--- config.mk ---
export PLATFORM = sky130hd
export DESIGN_NAME = fetch_stage
export DESIGN_NICKNAME = d
export VERILOG_FILES = /design/src/rtl/fetch_stage.sv
export SDC_FILE = /design/constraint.sdc
export NUM_CORES = 1
export LEC_CHECK = 0
export CAP_MARGIN = 20
export CORE_MARGIN = 5
export CORE_UTILIZATION = 27
export DETAILED_ROUTE_END_ITERATION = 12
export GPL_TIMING_DRIVEN = 0
export PLACE_DENSITY = 0.52
export SYNTH_ARGS = -nofsm -noshare
export SYNTH_HDL_FRONTEND = slang
export SYNTH_SLANG_ARGS = --single-unit
--- constraint.sdc ---
create_clock -name clk -period 2.4 [get_ports clk]
set_clock_uncertainty 0.2 [all_clocks]
set_input_delay 0.6 -clock clk [delete_from_list [all_inputs] [get_ports clk]]
set_output_delay 0.6 -clock clk [all_outputs]
set_load 0.1 [all_outputs]
--- src/rtl/fetch_stage.sv ---
// Instruction fetch stage: PC register, single-outstanding imem read handshake,
// IF/ID output register with a one-entry skid buffer, and redirect flushing.
module fetch_stage #(
  parameter logic [31:0] RESET_PC  = 32'h0000_0000,
  parameter logic [31:0] NOP_INSTR = 32'h0000_0013
) (
  input  logic        clk,
  input  logic        rst_n,
  output logic        imem_req,
  output logic [31:0] imem_addr,
  input  logic        imem_gnt,
  input  logic        imem_rvalid,
  input  logic [31:0] imem_rdata,
  input  logic        id_ready,
  input  logic        redirect_valid,
  input  logic [31:0] redirect_pc,
  output logic        if_valid,
  output logic [31:0] if_pc,
  output logic [31:0] if_instr,
  output logic [6:0]  if_opcode
);

  typedef enum logic {ST_REQ, ST_WAIT} state_e;

  state_e      state_q, state_d;
  logic [31:0] pc_q, pc_d;
  logic [31:0] req_pc_q, req_pc_d;
  logic        if_valid_q, if_valid_d;
  logic [31:0] if_pc_q, if_pc_d;
  logic [31:0] if_instr_q, if_instr_d;
  logic        skid_valid_q, skid_valid_d;
  logic [31:0] skid_pc_q, skid_pc_d;
  logic [31:0] skid_instr_q, skid_instr_d;
  logic        drop_q, drop_d;

  logic        deliver;
  logic        advance;

  // Requests stop while the skid entry is full, so a response can always land.
  always_comb begin
    imem_req  = rst_n && (state_q == ST_REQ) && !skid_valid_q && !redirect_valid;
    imem_addr = pc_q & 32'hFFFF_FFFC;
  end

  always_comb begin
    // NOTE: every signal gets a default first, so no path leaves a value unassigned and no latch is inferred.
    state_d      = state_q;
    pc_d         = pc_q;
    req_pc_d     = req_pc_q;
    if_valid_d   = if_valid_q;
    if_pc_d      = if_pc_q;
    if_instr_d   = if_instr_q;
    skid_valid_d = skid_valid_q;
    skid_pc_d    = skid_pc_q;
    skid_instr_d = skid_instr_q;
    drop_d       = drop_q;

    deliver = (state_q == ST_WAIT) && imem_rvalid && !drop_q && !redirect_valid;
    advance = !if_valid_q || id_ready;

    if (redirect_valid) begin
      pc_d         = redirect_pc & 32'hFFFF_FFFC;
      if_valid_d   = 1'b0;
      if_instr_d   = NOP_INSTR;
      skid_valid_d = 1'b0;
      if (state_q == ST_WAIT) begin
        if (imem_rvalid) begin
          state_d = ST_REQ;
          drop_d  = 1'b0;
        end else begin
          drop_d  = 1'b1;
        end
      end
    end else begin
      if (state_q == ST_REQ) begin
        if (imem_req && imem_gnt) begin
          req_pc_d = pc_q;
          pc_d     = pc_q + 32'd4;
          state_d  = ST_WAIT;
        end
      end else if (imem_rvalid) begin
        state_d = ST_REQ;
        drop_d  = 1'b0;
      end

      if (advance) begin
        if (skid_valid_q) begin
          if_valid_d   = 1'b1;
          if_pc_d      = skid_pc_q;
          if_instr_d   = skid_instr_q;
          skid_valid_d = 1'b0;
        end else if (deliver) begin
          if_valid_d = 1'b1;
          if_pc_d    = req_pc_q;
          if_instr_d = imem_rdata;
        end else begin
          if_valid_d = 1'b0;
          if_instr_d = NOP_INSTR;
        end
      end

      // A response that could not go straight into IF/ID parks in the skid entry.
      if (deliver && !(advance && !skid_valid_q)) begin
        skid_valid_d = 1'b1;
        skid_pc_d    = req_pc_q;
        skid_instr_d = imem_rdata;
      end
    end
  end

  always_ff @(posedge clk or negedge rst_n) begin
    if (!rst_n) begin
      state_q      <= ST_REQ;
      pc_q         <= RESET_PC;
      req_pc_q     <= '0;
      if_valid_q   <= 1'b0;
      if_pc_q      <= '0;
      if_instr_q   <= NOP_INSTR;
      skid_valid_q <= 1'b0;
      // NOTE: skid payload is reset too; it is one entry wide, so a known value costs little and keeps X out of IF/ID.
      skid_pc_q    <= '0;
      skid_instr_q <= '0;
      drop_q       <= 1'b0;
    end else begin
      // NOTE: non-blocking assignments so every register samples the pre-edge values.
      state_q      <= state_d;
      pc_q         <= pc_d;
      req_pc_q     <= req_pc_d;
      if_valid_q   <= if_valid_d;
      if_pc_q      <= if_pc_d;
      if_instr_q   <= if_instr_d;
      skid_valid_q <= skid_valid_d;
      skid_pc_q    <= skid_pc_d;
      skid_instr_q <= skid_instr_d;
      drop_q       <= drop_d;
    end
  end

  assign if_valid  = if_valid_q;
  assign if_pc     = if_pc_q;
  assign if_instr  = if_instr_q;
  assign if_opcode = if_instr_q[6:0];

endmodule
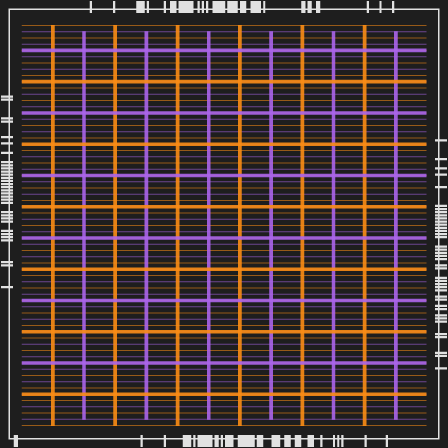
Fig. 1. Supply network.
Pins as bars on the die edge.
Key: VSS = orange; VDD = purple
12 straps on met4. 65 met1 rails follow the rows.
maximum VDD drop: 0.481 mV
die span in x: 186 um
core outline area: 30,700 sq um

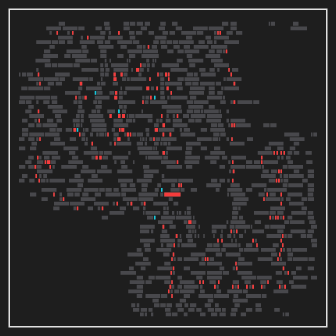
Fig. 2. Selected gate families.
Key: nand cells = red [cells 145, where all over the die]; inv cells = cyan [cells 6]
final cell count without fillers: 1,365
fraction of area in multi-input gates: 0.291
leading cell type in the layout, fill and taps excluded: sky130_fd_sc_hd__dfrtp_1

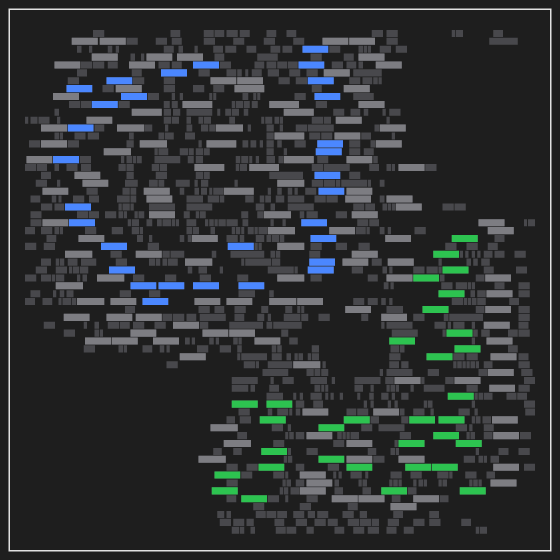
Fig. 3. Sequential cells grouped by signal name.
Other sequential cells in the stronger grey, the rest of the logic in the fainter grey.
Key: skid_instr_q = green [sequential cells 32]; req_pc_q = blue [sequential cells 30]
Another 126 sequential cells are not coloured.
sequential cell area: 4770 sq um
sequential group power: 3850 uW

kinds of logic (layout without fill, tap and decap cells):
kind of cell | after synthesis | in the layout | share of synthesized area
simple gates | 207 | 207 | 0.119
flops | 188 | 188 | 0.561
compound gates | 141 | 141 | 0.107
mux | 126 | 126 | 0.165
buf+inv | 65 | 291 | 0.0354
xor+xnor | 10 | 10 | 0.0104
fa+ha+maj | 1 | 1 | 0.00149
other cells | 1 | 5 | 0.000447
worst max-delay path: stages (launching register included):
cell	delay (ns)
sky130_fd_sc_hd__dfrtp_1	0.38
sky130_fd_sc_hd__buf_6	0.14
sky130_fd_sc_hd__clkbuf_16	0.16
sky130_fd_sc_hd__nor4b_4	0.26
sky130_fd_sc_hd__buf_6	0.27
==> reports/metrics.json <==
{
  "outcome": {"value": "complete, but fails checks"},
  "failed_checks": {"value": "setup timing"},
  "drtAntennaViolNets": {"value": 0},
  "slew-limit-headroom": {"value": 0.363},
  "clock.fmax": {"value": 411, "unit": "MHz"},
  "ys_ff": {"value": 188},
  "finalHoldViolations": {"value": 0},
  "setup_tns": {"value": -0.0648, "unit": "ns"},
  "clock_buffer_and_inverter_area_fraction_after_layout": {"value": 0.0507},
  "yosys.cell_types.count": {"value": 48},
  "p_comb": {"value": 2880, "unit": "uW"},
  "diodes": {"value": 1},
  "grt_antenna_before_repair": {"value": 0},
  "crit_path_dat": {"value": 1.63, "unit": "ns"},
  "swShare": {"value": 0.405},
  "crit_path_max_fanout": {"value": 10},
  "floorplan.tapcells": {"value": 396},
  "ys.flop_type": {"value": "sky130_fd_sc_hd__dfrtp_1"},
  "power_density": {"value": 808, "unit": "nW/um^2"},
  "clockRootBuffer": {"value": "sky130_fd_sc_hd__clkbuf_16"},
  "seq_power_share": {"value": 0.402},
  "layout.filler_cells": {"value": 2986},
  "number_of_clock_buffer_instances_in_the_layout": {"value": 18},
  "intPower": {"value": 5700, "unit": "uW"},
  "cp-endpoint": {"value": "imem_req"},
  "io-pin-count": {"value": 175},
  "total_power": {"value": 9580, "unit": "uW"},
  "quantity_of_hold_fixing_buffers_added_after_cts": {"value": 5},
  "synth_async_sr_flop_share": {"value": 1.00},
  "nNonClkInverters": {"value": 6},
  "maximum_number_of_pins_on_one_net_before_global_route_repair": {"value": 54},
  "hold_path.class": {"value": "input port to asynchronous set/reset pin"},
  "final_core_utilization": {"value": 0.387},
  "pwr-share-comb": {"value": 0.300},
  "crit_path_start": {"value": "skid_valid_q$_DFFE_PN0P_"},
  "met3WireLength": {"value": 1120, "unit": "um"},
  "r2r_setup_slack": {"value": -0.03, "unit": "ns"},
  "floorplan.initialDensity": {"value": 0.273},
  "report.final.setup_viol": {"value": 2},
  "crit_required": {"value": 1.60, "unit": "ns"},
  "post_route_cells_drive_above_1_share": {"value": 0.343},
  "tritoncts_buffers": {"value": 17},
  "drt_iter0_drc": {"value": 334},
  "switching_power": {"value": 3880, "unit": "uW"},
  "floorplan.rows": {"value": 64},
  "routed_length_per_instance": {"value": 18.5, "unit": "um"},
  "cts_repair_resize_count": {"value": 338},
  "final.min_clock_period": {"value": 2.43, "unit": "ns"},
  "place.port_buffers": {"value": 168},
  "multi_input_comb_area": {"value": 3440, "unit": "sq um"},
  "post-place-ws": {"value": -1.69, "unit": "ns"},
  "numSequentialCells": {"value": 188},
  "worstRegToRegCells": {"value": 6},
  "setup_ws": {"value": -0.0331, "unit": "ns"},
  "rsz0062_at_grt": {"value": "yes"},
  "synthMostInstantiatedCell": {"value": "sky130_fd_sc_hd__dfrtp_1"},
  "postSynthCellCount": {"value": 739},
  "cts.reportedPaths.clkPinSlew": {"value": 0.08, "unit": "ns"},
  "openroad_warning_count": {"value": 31},
  "top_layer": {"value": "met4"},
  "cts.sink_count": {"value": 188},
  "timing_max_transition_violations_final": {"value": 0},
  "synthesis.area": {"value": 8390, "unit": "sq um"},
  "post_synth.cell_area_avg": {"value": 11.3, "unit": "sq um"},
  "placed_area": {"value": 10700, "unit": "sq um"},
  "dr_wl_met2": {"value": 12200, "unit": "um"},
  "place.gp.congestion": {"value": 0.782},
  "netlist_top_cells_area": {"value": "sky130_fd_sc_hd__dfrtp_1, sky130_fd_sc_hd__mux2_2, sky130_fd_sc_hd__nand2_1, sky130_fd_sc_hd__o21ai_0, sky130_fd_sc_hd__mux2i_1"},
  "r2r_start": {"value": "skid_valid_q$_DFFE_PN0P_"},
  "route.detailed.drc": {"value": 0},
  "top_area_frac": {"value": 0.552},
  "sh_seq_area": {"value": 0.402},
  "worstSetupStartpointType": {"value": "register"},
  "gr-usage-all-layers": {"value": 0.147},
  "cts-root-to-sink-buffers": {"value": 2},
  "fin_nets": {"value": 1026},
  "share_clk_of_total_power": {"value": 0.298},
  "ys_seq_frac": {"value": 0.561},
  "layout_worst_path_cycle_share": {"value": 1.01},
  "grt_pass1_vias": {"value": 6446},
  "synth.yosys.chip_area": {"value": 8390, "unit": "sq um"},
  "netlist_top_cells_count": {"value": "sky130_fd_sc_hd__dfrtp_1, sky130_fd_sc_hd__nand2_1, sky130_fd_sc_hd__mux2_2"},
  "yosysWarningCount": {"value": 0},
  "top_usage_layer": {"value": "met2"},
  "drt_first_pass_iters": {"value": 5},
  "power.static_leakage": {"value": 0.00498, "unit": "uW"},
  "detail_route.vias_per_cell": {"value": 4.69},
  "grt_util_met1": {"value": 0.201},
  "grt.overflow.total": {"value": 0},
  "post-synth-top-area-cell": {"value": "sky130_fd_sc_hd__dfrtp_1"},
  "nMultiInputCombCells": {"value": 489},
  "max_cap_check_violation_count": {"value": 0},
  "met1Wirelength": {"value": 11500, "unit": "um"}
}
Power figures rest on the tool's default switching activity, not on a simulated workload.
